===== config.mk =====
export PLATFORM = sky130hd
export DESIGN_NAME = mac_booth_seq
export DESIGN_NICKNAME = d
export VERILOG_FILES = /design/src/rtl/mac_booth_seq.sv
export SDC_FILE = /design/constraint.sdc
export NUM_CORES = 1
export LEC_CHECK = 0
export ABC_AREA = 1
export CORE_UTILIZATION = 50
export CTS_CLUSTER_DIAMETER = 60
export DETAILED_ROUTE_END_ITERATION = 8
export GPL_TIMING_DRIVEN = 0
export HOLD_SLACK_MARGIN = 0.06
export PLACE_DENSITY = 0.73
export SKIP_LAST_GASP = 1
export SLEW_MARGIN = 30
export SYNTH_ARGS = -nofsm -noshare
export SYNTH_HDL_FRONTEND = slang
export SYNTH_SLANG_ARGS = --single-unit

===== constraint.sdc =====
create_clock -name clk -period 12 [get_ports clk]
set_clock_uncertainty 0.2 [all_clocks]
set_input_delay 1.8 -clock clk [delete_from_list [all_inputs] [get_ports clk]]
set_output_delay 1.8 -clock clk [all_outputs]
set_load 0.02 [all_outputs]

===== src/rtl/mac_booth_seq.sv =====
// mac_booth_seq: sequential radix-4 Booth multiply-accumulate, one Booth step per clock
module mac_booth_seq #(
    parameter int ACC_W = 40
) (
    input  logic             clk,
    input  logic             rst_n,
    input  logic             start,
    input  logic [15:0]      x,
    input  logic [15:0]      y,
    input  logic             msub,
    input  logic             clr,
    output logic             ready,
    output logic             busy,
    output logic             done,
    output logic [ACC_W-1:0] acc,
    output logic [2:0]       y_trip,
    output logic [2:0]       step
);
    typedef enum logic [1:0] {IDLE, RUN, DONE} state_t;
    state_t           state_q, state_d;
    logic [15:0]      x_q, y_q;
    logic             msub_q;
    logic [2:0]       step_q, step_d;
    logic [ACC_W-1:0] acc_q, acc_d, pp_w;
    logic [16:0]      y_ext;
    logic [2:0]       trip;
    logic [17:0]      x18, mag, pp;
    logic             accept;
    assign accept = (state_q == IDLE) && start;
    // y[-1] is the appended zero below the LSB
    assign y_ext = {y_q, 1'b0};
    assign trip  = y_ext[{step_q, 1'b0} +: 3];
    assign x18   = {{2{x_q[15]}}, x_q};
    // 011/100 select 2X, 000/111 select zero, the rest select X
    assign mag   = (trip == 3'b011 || trip == 3'b100) ? {x18[16:0], 1'b0} :
                   (trip == 3'b000 || trip == 3'b111) ? 18'd0 : x18;
    // negative triplets negate; subtract mode flips that sign again
    assign pp    = (trip[2] ^ msub_q) ? -mag : mag;
    assign pp_w  = {{(ACC_W-18){pp[17]}}, pp} << {step_q, 1'b0};
    assign acc_d = (accept && clr) ? '0 : (state_q == RUN) ? acc_q + pp_w : acc_q;
    assign step_d = accept ? 3'd0 : (state_q == RUN) ? step_q + 3'd1 : step_q;
    assign acc   = acc_q;
    // state register
    always_ff @(posedge clk or negedge rst_n) begin
        if (!rst_n) state_q <= IDLE;
        else        state_q <= state_d;
    end
    // next state: IDLE waits for start, RUN lasts eight steps, DONE lasts one cycle
    always_comb begin
        state_d = (state_q == IDLE) ? (start ? RUN : IDLE) :
                  (state_q == RUN)  ? ((step_q == 3'd7) ? DONE : RUN) : IDLE;
    end
    // operand latch, step counter and accumulator
    always_ff @(posedge clk or negedge rst_n) begin
        if (!rst_n) begin
            x_q    <= '0;
            y_q    <= '0;
            msub_q <= 1'b0;
            step_q <= '0;
            acc_q  <= '0;
        end else begin
            if (accept) begin
                x_q    <= x;
                y_q    <= y;
                msub_q <= msub;
            end
            step_q <= step_d;
            acc_q  <= acc_d;
        end
    end
    // status outputs; ready is held low while reset is asserted
    always_comb begin
        ready  = rst_n && (state_q == IDLE);
        busy   = (state_q == RUN);
        done   = (state_q == DONE);
        y_trip = busy ? trip : 3'd0;
        step   = busy ? step_q : 3'd0;
    end
endmodule


Figure 1. Cell area per tile (run 1).
Bar = 20 µm. The die is cut into 12 by 12 equal tiles; black is low, pale yellow is high, 0 to 100% covered.
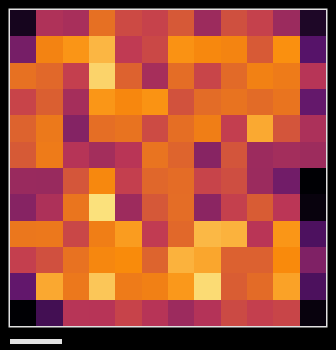
mean over tiles	57%
emptiest ninth of the die	east
densest ninth of the die	south
fullest tile	93%
fp util: 51.2%
core area: 13800 µm²
Final Util: 61.7%

Figure 2. Wires at chosen ports, followed through buffers (run 1).
Bar = 20 µm.
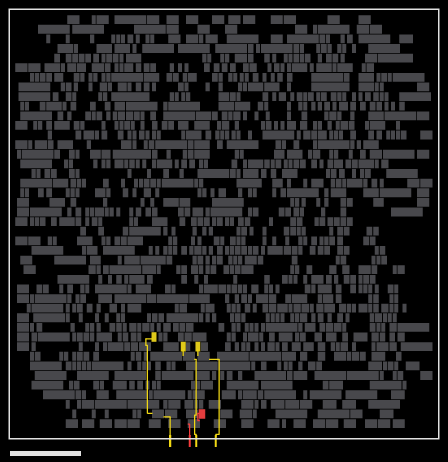
color	port	bits	direction	edge	end cells	buffers	wire
yellow	y_trip	3	output	south	3	3	84.5 µm
red	clr	1	input	south	1	1	7.00 µm
Ports: 86
port buffer count: 85

==> results.toml, run 1 <==
# generated from flow reports
[routing]
highest_layer = "met4"
final_antenna_net_count = 0
viasPerCell = 5.44
drc = 0
drt_wl_total_um = 20100
drtIter0Drc = 420
dr_wl_met3_um = 1060
dr.pass1.iters = 7
vias = 7346

[global_route]
grt_max_degree = 51
grt_pass1_vias = 6712
antenna_found_initial = 0
met2_usage_pct = 46.3
busiest_layer = "met2"

[finish]
lay_top_count = "nand2_1"
area_growth_pct = 20.3
antenna_cells = 0

[setup_path]
critPathRequiredTime_ns = 12.03
worstSetupPathType = "flop to flop"
cp-startpoint = "step_q[1]$_DFFE_PN0P_"
path_depth = 34
crit_path_top_delay_cell = "o21ai_0"
cp-start-kind = "flop"
path_max_fanout = 10
regToRegStartpoint = "step_q[1]$_DFFE_PN0P_"
path_delay_family = "AND-OR/OR-AND gates"
cpMostUsedCell = "inv_1"

[synthesis]
compound_area_share_pct = 18.0
top_cells_by_area = "dfrtp_1, nand2_1, ha_1"
synth_top_area_share_pct = 27.5
yosys-stat-cells = 1070
ys_top_logic_family = "simple AND/OR/NAND/NOR gates"
yosys_register_bits = 78
ys_seq_share_pct = 27.5
ys_sh_mux_pct = 2.67
adder_share_pct = 8.41
synthesis.area_um2 = 7090
synth-async-reset-ratio_pct = 100
synth.net_count = 1154
yosysUniqueCellTypes = 53

[timing]
holdWs_ns = 0.312
fmax_mhz = 170
setup_violations = 0
setup_ws_ns = 6.12
tightestPinTransition_ns = 0.774
drv_slew = 0
finalCriticalPeriod_ns = 5.88

[die]
die_y_um = 121
chipArea_um2 = 14700

[clocking]
insertion_delay_ns = 0.35
post-cts-setup-buffer-count = 0
tritoncts = "done"
cts.sinks = 78
hold_buffers = 0

[run]
warning_count = 30

[status]
status = "finished, final reports clean"

[placed_design]
gp_congestion = 0.929
placed_area_um2 = 8190

[min_path]
min_from = "acc[35]$_DFFE_PN0P_"
worstHoldPathType = "flop to flop"
Figure 3. Placed cells, one color a class (run 1).
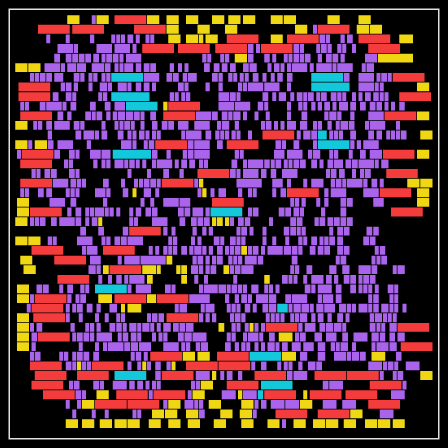
color	class	cells	share of their area
purple	remaining logic cells	957	60%
yellow	remaining buffers and delay cells	121	13%
cyan	clock drivers and dummy loads	15	4.1%
red	registers	78	24%
register share of the cell area: 22.9%
row count: 43
final instance area: 8530 µm²

[run 1: cell families (layout without fill, tap and decap cells)]
logic type               after synthesis  after routing
AND-OR/OR-AND                        228            228
XOR/XNOR                               9              9
multiplexers                          17             17
flip-flops                            78             78
adder cells (fa/ha/maj)               47             47
buffers and inverters                163            264
AND/OR/NAND/NOR                      528            528
[run 1: registers in the layout (all words and copies together), names as in the netlist]
register,cells
msub_q,1
y_q,16
acc,40
state_q,2
step_q,3
x_q,16
[run 1: area by class of cell]
type,instances,area (µm²),area share [%]
Inverter,128,485,5.69
Clock buffer,9,225,2.64
Clock inverter,6,111,1.31
Timing Repair Buffer,86,880,10.3
Multi-Input combinational cell,829,4460,52.3
Sequential cell,78,1950,22.9
Buffer,35,193,2.26
Tap cell,180,225,2.64
Figure 4. Congestion heat map (run 1).
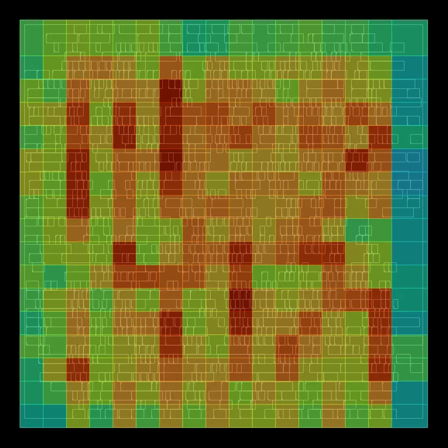

==> run 2, diff against run 1 <==
- clock period: 12 -> 5.9 ns (I/O delays scaled with it)
Figure 5. Congestion heat map (run 2).
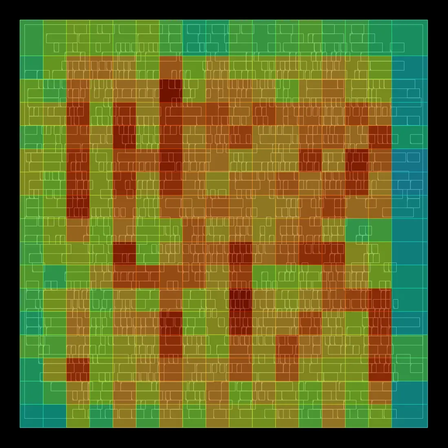
M3 GR Usage: 4.09%
all-layer global routing usage: 28.7%
busiest grt layer: met2
Final Util: 62.0%

Figure 6. PDN straps and rails (run 2).
Bar = 20 µm. Pins as bars on the die edge.
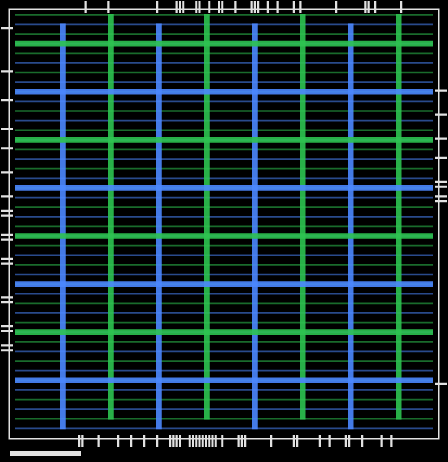
color	net
green	VDD
blue	VSS
met5 straps	8
met1 rails	44
met4 straps	8
Die Width: 121 µm
Vert. Die Dim: 121 µm

==> run 2 against run 1 <==
- worst hold slack got worse by 0.10 ns
- non-clock buffer count stayed put
- core utilization up 0.33 points
- highest routed layer unchanged
- flip-flop count unchanged
- area after synthesis did not move
- via count rose by 0.26%
- sequential share of layout area down 0.12 points
==> results.toml, run 2 <==
# generated from flow reports
[status]
status = "finished, final reports clean"

[timing]
max_slew_margin_pct = 54.3
final_hold_viol_count = 0
drv_slew = 0
fmax_mhz = 183
tightestPinTransition_ns = 0.686
rsz0062_at_grt = "true"
finalCriticalPeriod_ns = 5.46
setup_violations = 0

[setup_path]
path_max_fanout = 10
worstSetupPathType = "flop to flop"
cpMostUsedCell = "inv_1"
crit_buf_inv = 10
cp-start-kind = "flop"
r2r_cells = 36
critPathRequiredTime_ns = 5.93
crit_path_top_delay_cell = "dfrtp_1"
critPathCaptureType = "flop"
path_delay_family = "AND-OR/OR-AND gates"
rrSetupSlack_ns = 0.44
cp-startpoint = "step_q[0]$_DFFE_PN0P_"
regToRegStartpoint = "step_q[0]$_DFFE_PN0P_"
r2r_end = "acc[38]$_DFFE_PN0P_"
crit_arrival_ns = 5.49

[global_route]
grt-ovfl-total = 0
met2_usage_pct = 46.3
grt_max_degree = 51
grt_pass1_wl_um = 32800
antenna_found_initial = 0
gr-usage-met1_pct = 40.3
grt_pass1_vias = 6712

[finish]
final-seq-area_um2 = 1950
sh_comb_area_pct = 52.4
inverters = 128
clock_cell_area_share_pct = 3.93
fillers = 1302
final_area_um2 = 8570
lay_top_count = "nand2_1"
layout.nets = 1251
bufAreaShareNonClock_pct = 12.5
largestClassByArea = "multi-input combinational cells"
area_growth_pct = 21.0
drive_gt1_share_pct = 10.1
n_clock_buffer = 9
comb_cells = 829
antenna_cells = 0
flops = 78
layout.cells.most_common_list = "nand2_1, inv_1, nor2_1, a21oi_1, nand3_1"
seq_share_pct = 22.8
layout.non_clock_buffers = 121
largest_reg_flops = 40
comb_area_um2 = 4500

[synthesis]
synth.net_count = 1154
synthesis.area_um2 = 7090
ys_warn_count = 0
top_cell = "nand2_1"
ys_seq_share_pct = 27.5
yosys-stat-cells = 1070
synth.top_cells.by_count = "nand2_1, inv_1, nor2_1"
top_cells_by_area = "dfrtp_1, nand2_1, ha_1"
syn_inst = 1070
avgSynthCellArea_um2 = 6.62
edf_count = 0
synth-async-reset-ratio_pct = 100
adder_share_pct = 8.41
ys_top_logic_family = "simple AND/OR/NAND/NOR gates"
ys_sh_xor_pct = 1.22
ys_sh_mux_pct = 2.67
yosys_register_bits = 78
ys_area_um2 = 7090
ys_sh_simple_pct = 32.6
yosysUniqueCellTypes = 53
compound_area_share_pct = 18.0
synth_top_area_share_pct = 27.5
synth_top_flop_cell = "dfrtp_1"

[placed_design]
gp_congestion = 0.929
hpwl_um = 15800
port_buffers = 85
placed_area_um2 = 8190

[routing]
drc = 0
drt_wl_total_um = 20200
highest_layer = "met4"
drtIter0Drc = 474
final_antenna_net_count = 0
wl_met2_um = 9070
vias = 7365
dr.pass1.iters = 7
wl_per_cell_um = 15.0
drt-met1-wl_um = 9790
viasPerCell = 5.45
dr_wl_met3_um = 1050

[clocking]
path_clk_slew_ns = 0.06
tritoncts = "done"
hold_buffers = 0
ctsResizeCount = 0
cts.sinks = 78
numCtsBuffers = 9
clockBufferDepth = 2
htree_levels = 3
cts-root-buf = "clkbuf_16"
insertion_delay_ns = 0.35
post-cts-setup-buffer-count = 0

[min_path]
worstHoldPathType = "input pin to async pin"

[die]
ios = 86
num_tap_cells = 180
chipArea_um2 = 14700
core_um2 = 13800
num_rows = 43
fp_util_pct = 51.2

[run]
warning_count = 31
Figure 7. Cell area per tile (run 2).
Bar = 20 µm. The die is cut into 12 by 12 equal tiles; black is low, pale yellow is high, 0 to 100% covered.
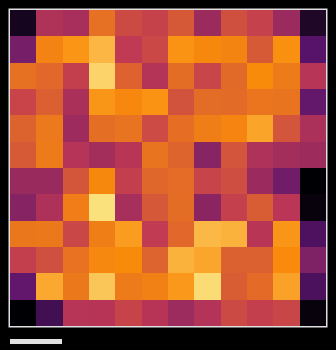
fullest tile	93%
emptiest ninth of the die	east
tiles over 75% full	14%
densest ninth of the die	south
nearly empty tiles	1.4%
mean over tiles	57%

run 2: cell counts after synthesis:
Identical to the previous run, type by type.
run 2: worst max path at each step:
stage	to	slack (ns)	cells after the start
finish	acc[38]$_DFFE_PN0P_	0.44	36
detailed placement	acc[38]$_DFFE_PN0P_	0.20	33
global placement	ready	-0.26	3
global route	acc[38]$_DFFE_PN0P_	-0.03	36
floorplan	acc[38]$_DFFE_PN0P_	1.36	36
CTS	acc[38]$_DFFE_PN0P_	0.15	34
run 2: per-stage QoR:
stage	hold WS (ns)	setup TNS (ns)	setup slack, ns	std cells
floorplan	0.281	0	1.36	1070
global placement	0.296	-0.263	-0.263	1335
detailed placement	0.303	0	0.202	1336
CTS	0.216	0	0.147	1351
global route	0.228	-0.0321	-0.0321	1351
finish	0.212	0	0.445	1351
Figure 8. Placed cells, one color a class (run 2).
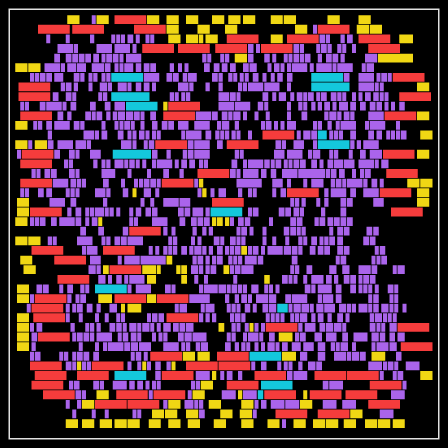

==> run 3, diff against run 2 <==
- CORE_UTILIZATION: 50 -> 54
- PLACE_DENSITY: 0.73 -> 0.78
Figure 9. Placed cells, one color a class (run 3).
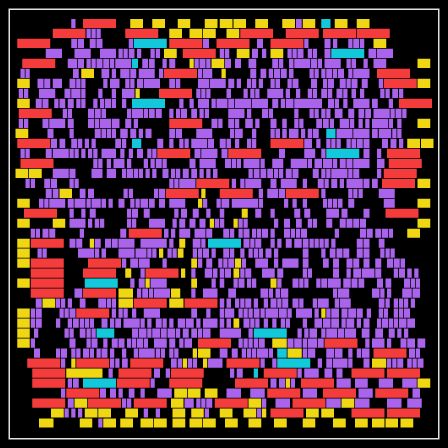
final instance area: 8490 µm²
row count: 41
core area: 12700 µm²
Final Util: 66.8%
register share of the cell area: 23.0%

Figure 10. Cell area per tile (run 3).
Bar = 20 µm. The die is cut into 12 by 12 equal tiles; black is low, pale yellow is high, 0 to 100% covered.
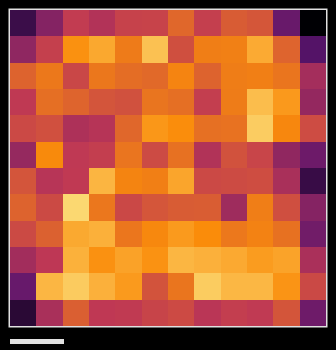
tiles over 75% full	22%
mean over tiles	61%
nearly empty tiles	0.70%
fullest tile	92%
fp util: 55.7%

==> run 3 against run 2 <==
- flip-flop count unchanged
- cell count decreased by 0.52%
- core utilization increased by 4.8 points
==> results.toml, run 3 <==
# generated from flow reports
[finish]
area_growth_pct = 19.9
comb_cells = 829
flops = 78
largestClassByArea = "multi-input combinational cells"
layout.nets = 1251
final-seq-area_um2 = 1950
clock_cell_area_share_pct = 3.27
sh_comb_area_pct = 52.8
layout.non_clock_buffers = 121
inverters = 128
drive_gt1_share_pct = 9.90
largest_reg_flops = 40
antenna_cells = 0
comb_area_um2 = 4490
layout.cells.most_common_list = "nand2_1, inv_1, nor2_1, a21oi_1, nand3_1"

[timing]
fmax_mhz = 183
holdWs_ns = 0.190
tightestPinTransition_ns = 0.723
setup_violations = 0
max_slew_margin_pct = 51.3
finalCriticalPeriod_ns = 5.46
rsz0062_at_grt = "false"
final_hold_viol_count = 0

[global_route]
grt_pass1_vias = 6733
busiest_layer = "met2"
use_met3_pct = 4.93
grt_pass1_wl_um = 31800
grt_util_all_layers_pct = 30.6
antenna_found_initial = 0

[setup_path]
r2r_end = "acc[35]$_DFFE_PN0P_"
regToRegStartpoint = "step_q[0]$_DFFE_PN0P_"
cp-endpoint = "acc[35]$_DFFE_PN0P_"
path_max_fanout = 10
cp-start-kind = "flop"
cp-startpoint = "step_q[0]$_DFFE_PN0P_"
crit_path_top_delay_cell = "o21ai_0"
r2r_cells = 34

[synthesis]
ys_sh_simple_pct = 32.6
ys_area_um2 = 7090
synth-async-reset-ratio_pct = 100
ys_seq_share_pct = 27.5
compound_area_share_pct = 18.0
top_cell = "nand2_1"
ys_sh_mux_pct = 2.67
yosys-stat-cells = 1070
ys_sh_xor_pct = 1.22
avgSynthCellArea_um2 = 6.62
ys_top_logic_family = "simple AND/OR/NAND/NOR gates"
syn_inst = 1070
synth_top_flop_cell = "dfrtp_1"
top_cells_by_area = "dfrtp_1, nand2_1, ha_1"
ys_warn_count = 0
synthesis.area_um2 = 7090
synth.net_count = 1154
edf_count = 0
adder_share_pct = 8.41

[run]
warning_count = 30

[placed_design]
port_buffers = 85
dp_cells = 1328
hpwl_um = 15500
gp_congestion = 0.968
place_ws_ns = 0.176

[clocking]
hold_buffers = 0
insertion_delay_ns = 0.36
tritoncts = "done"
htree_levels = 3
cts.sinks = 78
clockBufferDepth = 2
numCtsBuffers = 9
post-cts-setup-buffer-count = 0
path_clk_slew_ns = 0.07

[routing]
viasPerCell = 5.53
vias = 7430
wl_per_cell_um = 14.8
drtIter0Drc = 518
drc = 0
drt_wl_total_um = 19800
dr.pass1.iters = 5

[die]
num_tap_cells = 172
ios = 86
chipArea_um2 = 13600

[status]
status = "finished, final reports clean"

[min_path]
worstHoldPathType = "input pin to async pin"
Figure 11. PDN straps and rails (run 3).
Bar = 20 µm. Pins as bars on the die edge.
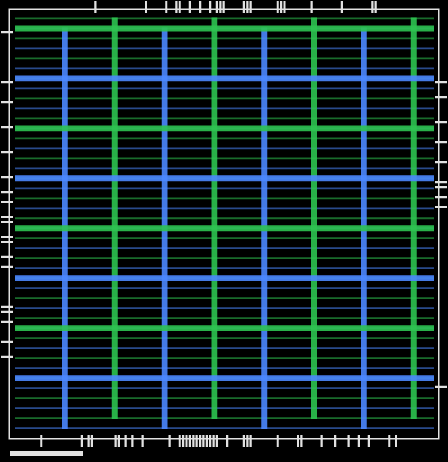
color	net
green	VDD
blue	VSS
met1 rails	42
met4 straps	8
met5 straps	8
Vert. Die Dim: 117 µm
Die Width: 117 µm

run 3: netlist changes by cell type in the layout (fill, tap and decap cells not counted), sizes merged:
cell	before	now
clkinvlp	1	4
clkinv	2	1
clkbuf	25	26
buf	21	22
bufinv	3	0
run 3: worst max-delay path: cells and delay by family (launching register included):
family	cells	cell delay [ns]
buf+inv	6	0.70
compound gates	8	1.93
fa+ha+maj	2	0.59
simple gates	16	1.24
xor+xnor	1	0.17
mux	1	0.12
flops	1	0.40
run 3: per-layer routing:
metal,part of all wire [%],routed length (µm),up-vias
li1,-,-,3731
met1,47,9430,3454
met2,44,8800,220
met3,6.5,1300,25
met4,1.6,327,0
met5,0,0,-
